Fig. 1: run 1, close-up of the layout
Window x 33 to 58, y 33 to 58 microns. Cells in gray, sequential cells in the stronger gray; small squares are vias.
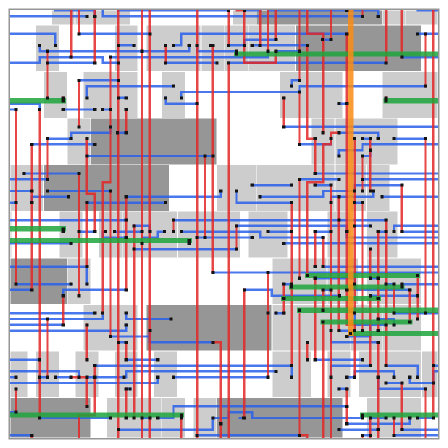
Fig. 2: run 1, cells colored by class
(4 px per micron) Fill, decap, tap and diode cells in gray.
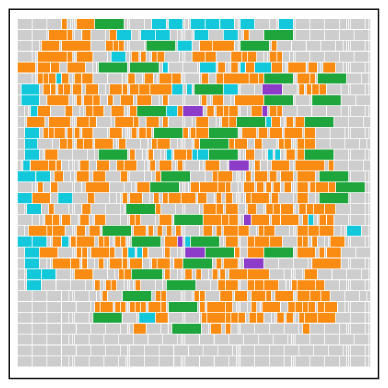
Fig. 3: run 1, cell density map
(3 px per micron) The die is cut into 9 by 9 equal tiles; black is low, pale yellow is high, 0 to 100% covered.
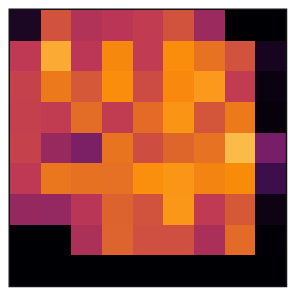
<file path="config.mk">
export PLATFORM = sky130hd
export DESIGN_NAME = iterative_alu
export DESIGN_NICKNAME = d
export VERILOG_FILES = /design/src/rtl/iterative_alu.sv
export SDC_FILE = /design/constraint.sdc
export NUM_CORES = 1
export LEC_CHECK = 0
export CAP_MARGIN = 30
export CORE_MARGIN = 1.5
export CORE_UTILIZATION = 43
export CTS_CLUSTER_SIZE = 28
export DETAILED_ROUTE_END_ITERATION = 6
export GPL_TIMING_DRIVEN = 0
export PLACE_DENSITY = 0.71
export SLEW_MARGIN = 20
export SYNTH_ARGS = -nofsm -noshare
export SYNTH_HDL_FRONTEND = slang
export SYNTH_SLANG_ARGS = --single-unit
</file>
<file path="constraint.sdc">
create_clock -name clk -period 3 [get_ports clk]
set_clock_uncertainty 0.2 [all_clocks]
set_input_delay 0.6 -clock clk [delete_from_list [all_inputs] [get_ports clk]]
set_output_delay 0.6 -clock clk [all_outputs]
set_load 0.05 [all_outputs]
</file>
<file path="src/rtl/iterative_alu.sv">
// Per-thread ALU: ADD/SUB/CMP in one cycle, MUL (shift-add) and DIV (restoring)
// one bit per clock, with an IDLE/BUSY/DONE handshake toward the scheduler.
module iterative_alu #(
    parameter int DATA_BITS = 8
) (
    input  logic                 clk,
    input  logic                 reset,
    input  logic                 enable,
    input  logic [2:0]           core_state,
    input  logic                 decoded_alu_enable,
    input  logic [1:0]           decoded_alu_arithmetic_mux,
    input  logic                 decoded_alu_output_mux,
    input  logic [DATA_BITS-1:0] rs,
    input  logic [DATA_BITS-1:0] rt,
    output logic [1:0]           alu_state,
    output logic [DATA_BITS-1:0] alu_out
);
    localparam int CNT_W = $clog2(DATA_BITS) + 1;
    localparam logic [2:0] CORE_WAIT   = 3'b100;
    localparam logic [2:0] CORE_UPDATE = 3'b110;
    localparam logic [1:0] OP_ADD = 2'b00;
    localparam logic [1:0] OP_SUB = 2'b01;
    localparam logic [1:0] OP_MUL = 2'b10;
    localparam logic [1:0] OP_DIV = 2'b11;

    typedef enum logic [1:0] {
        IDLE = 2'b00,
        BUSY = 2'b01,
        DONE = 2'b10
    } state_t;

    state_t state, state_next;

    // MUL: acc = partial product, opa = shifted multiplicand, opb = multiplier.
    // DIV: acc = partial remainder, opa = dividend becoming quotient, opb = divisor.
    logic [DATA_BITS-1:0] acc, opa, opb;
    logic [CNT_W-1:0]     counter;
    logic                 is_div;

    logic                 start, start_iter, last_iter;
    logic [DATA_BITS-1:0] single_res;
    logic [DATA_BITS-1:0] acc_step, opa_step, opb_step, iter_res;
    logic [DATA_BITS:0]   div_shifted, div_trial;

    assign start      = (state == IDLE) && (core_state == CORE_WAIT) && decoded_alu_enable;
    assign start_iter = start && !decoded_alu_output_mux &&
                        ((decoded_alu_arithmetic_mux == OP_MUL) ||
                         ((decoded_alu_arithmetic_mux == OP_DIV) && (rt != '0)));
    assign last_iter  = (counter == CNT_W'(DATA_BITS - 1));
    assign alu_state  = state;

    always_comb begin
        single_res = '0;
        if (decoded_alu_output_mux) begin
            single_res[2] = (rs > rt);
            single_res[1] = (rs == rt);
            single_res[0] = (rs < rt);
        end else begin
            case (decoded_alu_arithmetic_mux)
                OP_ADD:  single_res = rs + rt;
                OP_SUB:  single_res = rs - rt;
                default: single_res = '1;  // only DIV by zero completes here
            endcase
        end
    end

    // Trial subtraction sign lives in the extra MSB of div_trial.
    assign div_shifted = {acc, opa[DATA_BITS-1]};
    assign div_trial   = div_shifted - {1'b0, opb};

    always_comb begin
        acc_step = '0;
        opa_step = '0;
        opb_step = '0;
        if (is_div) begin
            opb_step = opb;
            if (!div_trial[DATA_BITS]) begin
                acc_step = div_trial[DATA_BITS-1:0];
                opa_step = {opa[DATA_BITS-2:0], 1'b1};
            end else begin
                acc_step = div_shifted[DATA_BITS-1:0];
                opa_step = {opa[DATA_BITS-2:0], 1'b0};
            end
        end else begin
            acc_step = acc + (opb[0] ? opa : '0);
            opa_step = opa << 1;
            opb_step = opb >> 1;
        end
        iter_res = is_div ? opa_step : acc_step;
    end

    always_comb begin
        state_next = state;
        case (state)
            IDLE:    if (start) state_next = start_iter ? BUSY : DONE;
            BUSY:    if (last_iter) state_next = DONE;
            DONE:    if (core_state == CORE_UPDATE) state_next = IDLE;
            default: state_next = IDLE;
        endcase
    end

    always_ff @(posedge clk) begin
        if (reset) begin
            state   <= IDLE;
            alu_out <= '0;
            acc     <= '0;
            opa     <= '0;
            opb     <= '0;
            counter <= '0;
            is_div  <= 1'b0;
        end else if (enable) begin
            state <= state_next;
            if (start) begin
                opa     <= rs;
                opb     <= rt;
                acc     <= '0;
                counter <= '0;
                is_div  <= (decoded_alu_arithmetic_mux == OP_DIV);
                if (!start_iter) alu_out <= single_res;
            end else if (state == BUSY) begin
                acc     <= acc_step;
                opa     <= opa_step;
                opb     <= opb_step;
                counter <= counter + 1'b1;
                if (last_iter) alu_out <= iter_res;
            end
        end
    end
endmodule

</file>
==> impl_metrics.csv, run 1 <==
group,metric,value,unit
run_status,outcome,"complete, no violations",
worst_setup_path,cp_num_cells,10,
grt,met3_usage,3.23,%
power,combPwrFrac,23.7,%
synth,xor_area_share,5.15,%
power,powerDensity,295,nW/um^2
place,numPortBuffers,33,
worst_setup_path,path_cells,"clkdlybuf4s50_1, inv_1, ha_1, nor2b_1, o311ai_1, o21ai_1, a211oi_2, xnor2_1, o21ai_0, a311oi_1",
grt,antenna_found_initial,0,
power,p_sw,0.000362,W
synth,top_cell_area_share,23.0,%
worst_setup_path,path_buffers,2,
power,p_int,0.000808,W
worst_setup_path,r2r-start,"opb[0]",
final_layout,lay_top_cells,"nand2_1, nor2_1, a21oi_1",
run,cap_violations,0,
synth,ys_sh_aoi,24.6,%
detailed_routing,drtPass1Iterations,5,
synth,synth_flops,39,
cts,h-tree-depth,2,
final_layout,largest_cell_class,"combinational gates",
final_layout,diodes,0,
worst_setup_path,regToRegSetupSlack,0.19,ns
floorplanning,tapCellCount,102,
place,dp_hpwl,7.39,mm
sta,rsz0062_at_grt,"false",
min_path,min_path_type,"reg -> reg",
worst_setup_path,cp_slowest_cell,"clkdlybuf4s50_1",
cts,root_buffer,"clkbuf_8",
floorplanning,fp_util,44.2,%
synth,yosysCellCount,439,
synth,async_flop_share,0,%
-- Fig. 1 (at the start) --
| color | layer |
|---|---|
| red | metal 2 |
| blue | metal 1 |
| green | metal 3 |
| orange | metal 4 |
cells with their middle in the window: 51
netlist names of flops here include: opa (4)
most frequent: nor2_1 (7), dfxtp_1 (6), nand2_1 (5)
sequential cells in the window: 6

-- Fig. 2 (at the start) --
| color | class | cells |
|---|---|---|
| purple | clock drivers and dummy loads | 8 |
| green | flops | 39 |
| cyan | other buffers and delay cells | 55 |
| orange | combinational and other logic | 377 |

-- Fig. 3 (at the start) --
mean over tiles: 46%
fullest tile: 85%
emptiest ninth of the die: lower left
tiles over 75% full: 11%

Fig. 4: run 1, clock distribution
(6 px per micron)
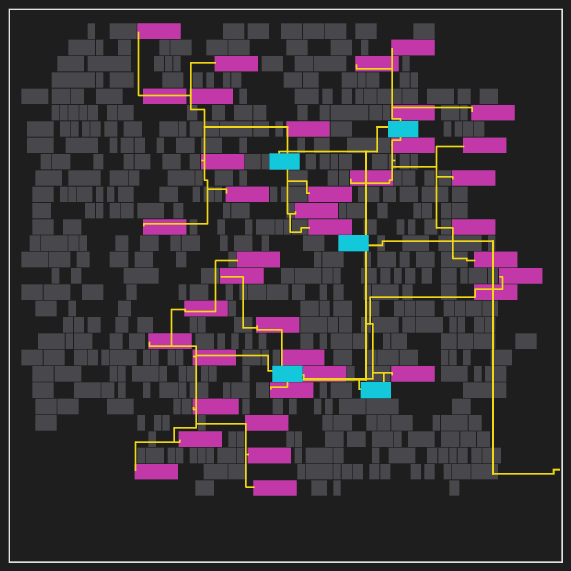

==> run 2, diff against run 1 <==
- CORE_MARGIN: 1.5 -> 2
Fig. 5: run 2, clock distribution
(6 px per micron)
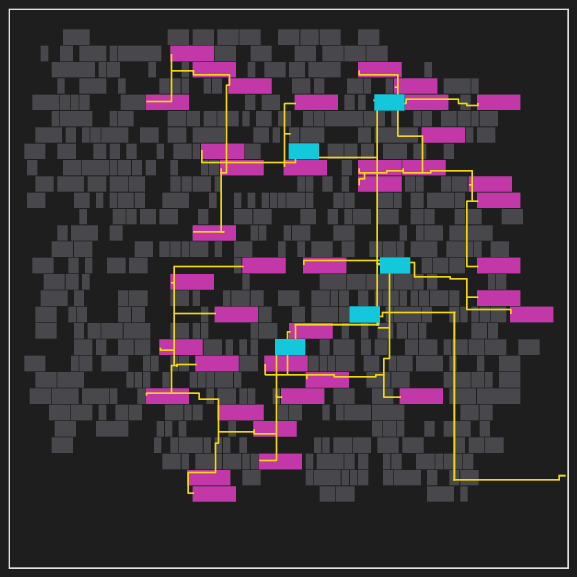
[yellow] clock wires | length: 546 microns
[cyan] clock drivers | count: 5
[magenta] flip-flops | count: 39
routed clock nets: 6

Fig. 6: run 2, close-up of the layout
Window x 34 to 59, y 34 to 59 microns. Cells in gray, sequential cells in the stronger gray; small squares are vias.
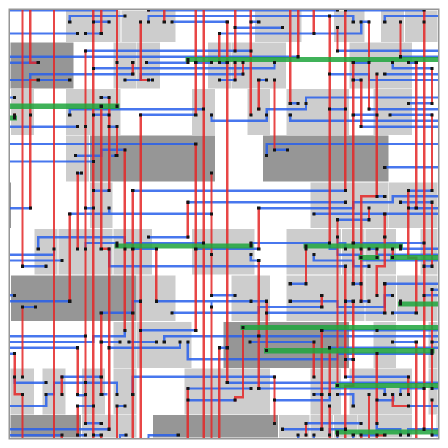
| color | layer |
|---|---|
| green | metal 3 |
| blue | metal 1 |
| red | metal 2 |
sequential cells in the window: 7
cells with their middle in the window: 54
netlist names of flops here include: opa (4)
most frequent: nand2_1 (8), dfxtp_1 (7), nor2_1 (6)

==> run 2 against run 1 <==
  * Power is essentially flat
  * Sequential cell count stayed put
  * Routed wire length up 0.47%
  * Cell count is the same
  * Sequential share of layout area grew 0.056 points
  * Register-to-register slack worse by 0.05 ns
  * Sequential power barely moved
  * Global-route usage shrank 0.67 points
  * Synthesized cell count stayed put
  * Via count down 0.39%
  * Core utilization down 0.15 points
  * Combinational power about the same
  * Critical path type unchanged
  * Highest routed layer unchanged
==> impl_metrics.csv, run 2 <==
group,metric,value,unit
cts,h-tree-depth,2,
detailed_routing,met3_length,424,microns
synth,synth_flops,39,
worst_setup_path,cp_top_family,"AND-OR/OR-AND gates",
floorplanning,io_pins,36,
synth,yosysCellCount,439,
synth,ys_sh_aoi,24.6,%
min_path,min_path_type,"reg -> reg",
synth,synth.yosys.seq_area_share,23.0,%
cts,path_clk_slew,0.08,ns
synth,async_flop_share,0,%
synth,ys_chip_area,3400,sq um
worst_setup_path,path_cells,"clkdlybuf4s50_1, inv_1, ha_1, a221oi_2, nor3_1, o32ai_1, xnor2_1, o21ai_0, a311oi_1",
run,cap_violations,0,
synth,synth.most_common_cell,"nand2_1",
power,powerDensity,296,nW/um^2
grt,met3_usage,2.20,%
place,dp_hpwl,7.34,mm
final_layout,diodes,0,
final_layout,lay_top_cells,"nand2_1, nor2_1, a21oi_1",
worst_setup_path,endpoint,"alu_out[5]",
power,p_sw,0.000364,W
sta,rsz0062_at_grt,"false",
run_status,outcome,"complete, no violations",
worst_setup_path,regToRegSetupSlack,0.14,ns
detailed_routing,wl_per_cell,15.8,microns
worst_setup_path,cp_slowest_cell,"clkdlybuf4s50_1",
worst_setup_path,cp_num_cells,9,
cts,root_buffer,"clkbuf_8",
final_layout,final_nets,541,
worst_setup_path,path_buffers,2,
floorplanning,fp_util,44.2,%
place,numPortBuffers,33,
final_layout,largest_cell_class,"combinational gates",
worst_setup_path,path_max_fanout,7,
floorplanning,tapCellCount,102,
worst_setup_path,r2r-start,"opb[0]",
detailed_routing,drtPass1Iterations,5,
grt,antenna_found_initial,0,
synth,xor_area_share,5.15,%
Fig. 7: run 2, clock nets
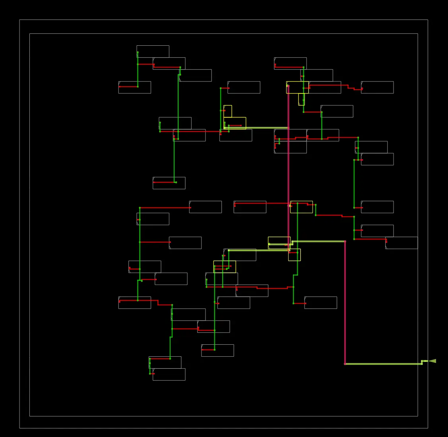
Clock group: 0.000363 W
CTS buffer count: 5

Fig. 8: run 2, cell density map
(3 px per micron) The die is cut into 9 by 9 equal tiles; black is low, pale yellow is high, 0 to 100% covered.
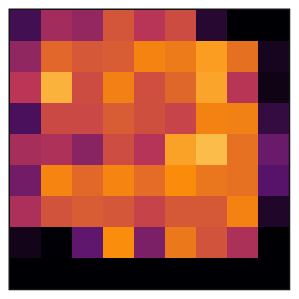

==> run 3, diff against run 2 <==
- DONT_BUFFER_PORTS: unset -> 1
- PLACE_DENSITY: 0.71 -> 0.66
Fig. 9: run 3, cell density map
(3 px per micron) The die is cut into 9 by 9 equal tiles; black is low, pale yellow is high, 0 to 100% covered.
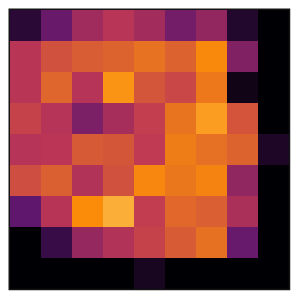
fullest tile: 83%
nearly empty tiles: 20%
mean over tiles: 41%
tiles over 75% full: 4.9%

Fig. 10: run 3, clock nets
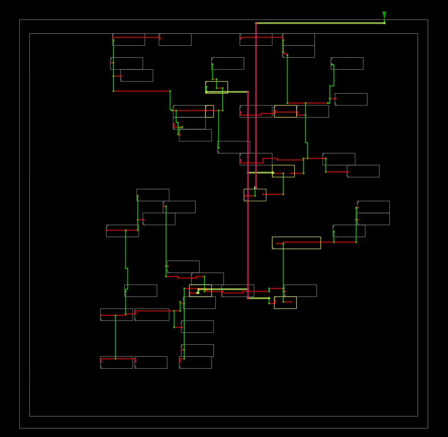
clock sink total: 39
Clock group: 0.000473 W
worst-skew pair later-pin latency: 0.30 ns
clkbuf count: 6

Fig. 11: run 3, close-up of the layout
Window x 34 to 59, y 34 to 59 microns. Cells in gray, sequential cells in the stronger gray; small squares are vias.
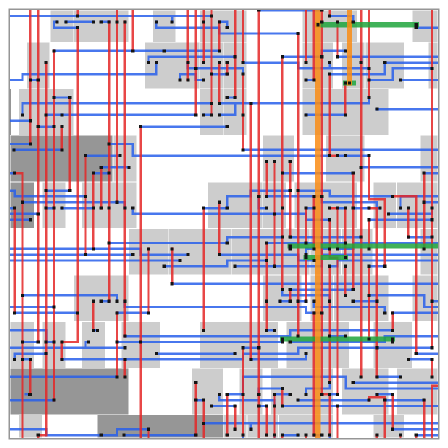
| color | layer |
|---|---|
| green | metal 3 |
| red | metal 2 |
| blue | metal 1 |
| orange | metal 4 |
cells with their middle in the window: 55
sequential cells in the window: 3
netlist names of flops here include: opa (2), acc (1)
most frequent: nand2_1 (6)

==> run 3 against run 2 <==
  * Via count decreased by 4.6%
  * Worst hold slack got worse by 0.013 ns
  * Core utilization decreased by 3.9 points
  * Maximum frequency increased by 4.4%
  * Synthesized area unchanged
  * Cell count decreased by 5.5%
  * Largest cell class unchanged
  * Register-to-register slack improved by 0.08 ns
  * Sequential power increased by 1%
  * Combinational power decreased by 21%
  * First-iteration DRC count decreased by 5.0%
  * Critical endpoint is now alu_out[0]
==> impl_metrics.csv, run 3 <==
group,metric,value,unit
run_status,outcome,"complete, no violations",
place,dp_hpwl,7.35,mm
floorplanning,fp_util,44.2,%
cts,cts_made_buffers,5,
final_layout,final_nets,509,
synth,ys_sh_aoi,24.6,%
cts,path_clk_slew,0.08,ns
cts,h-tree-depth,2,
detailed_routing,wl_per_cell,16.9,microns
worst_setup_path,path_buffers,2,
power,powerDensity,337,nW/um^2
cts,root_buffer,"clkbuf_8",
synth,synth_flops,39,
detailed_routing,met3_length,353,microns
worst_setup_path,path_max_fanout,4,
power,p_int,0.000885,W
detailed_routing,dr_wl_met2,4.27,mm
run,cap_violations,0,
final_layout,largest_cell_class,"combinational gates",
synth,top_area_cell,"dfxtp_1",
sta,rsz0062_at_grt,"false",
synth,xor_area_share,5.15,%
final_layout,lay_top_cells,"nand2_1, nor2_1, a21oi_1",
worst_setup_path,endpoint,"alu_out[0]",
synth,synth.most_common_cell,"nand2_1",
worst_setup_path,regToRegSetupSlack,0.22,ns
floorplanning,io_pins,36,
synth,synth.yosys.seq_area_share,23.0,%
detailed_routing,drtPass1Iterations,4,
floorplanning,tapCellCount,102,
detailed_routing,drtIter0Drc,170,
synth,async_flop_share,0,%
power,p_sw,0.000346,W
final_layout,drive_above_1_share,7.38,%
worst_setup_path,path_cells,"inv_1, ha_1, inv_1, fa_1, nand3_1, a21oi_1, mux2i_2, a21boi_0, o21ai_0, a21o_1, a21oi_1",
worst_setup_path,cp_top_family,"AND-OR/OR-AND gates",
worst_setup_path,cp_slowest_cell,"dfxtp_1",
worst_setup_path,cp_num_cells,11,
synth,top_cell_area_share,23.0,%
final_layout,diodes,0,
No activity file was given, so power comes from the tool's default toggle rates.
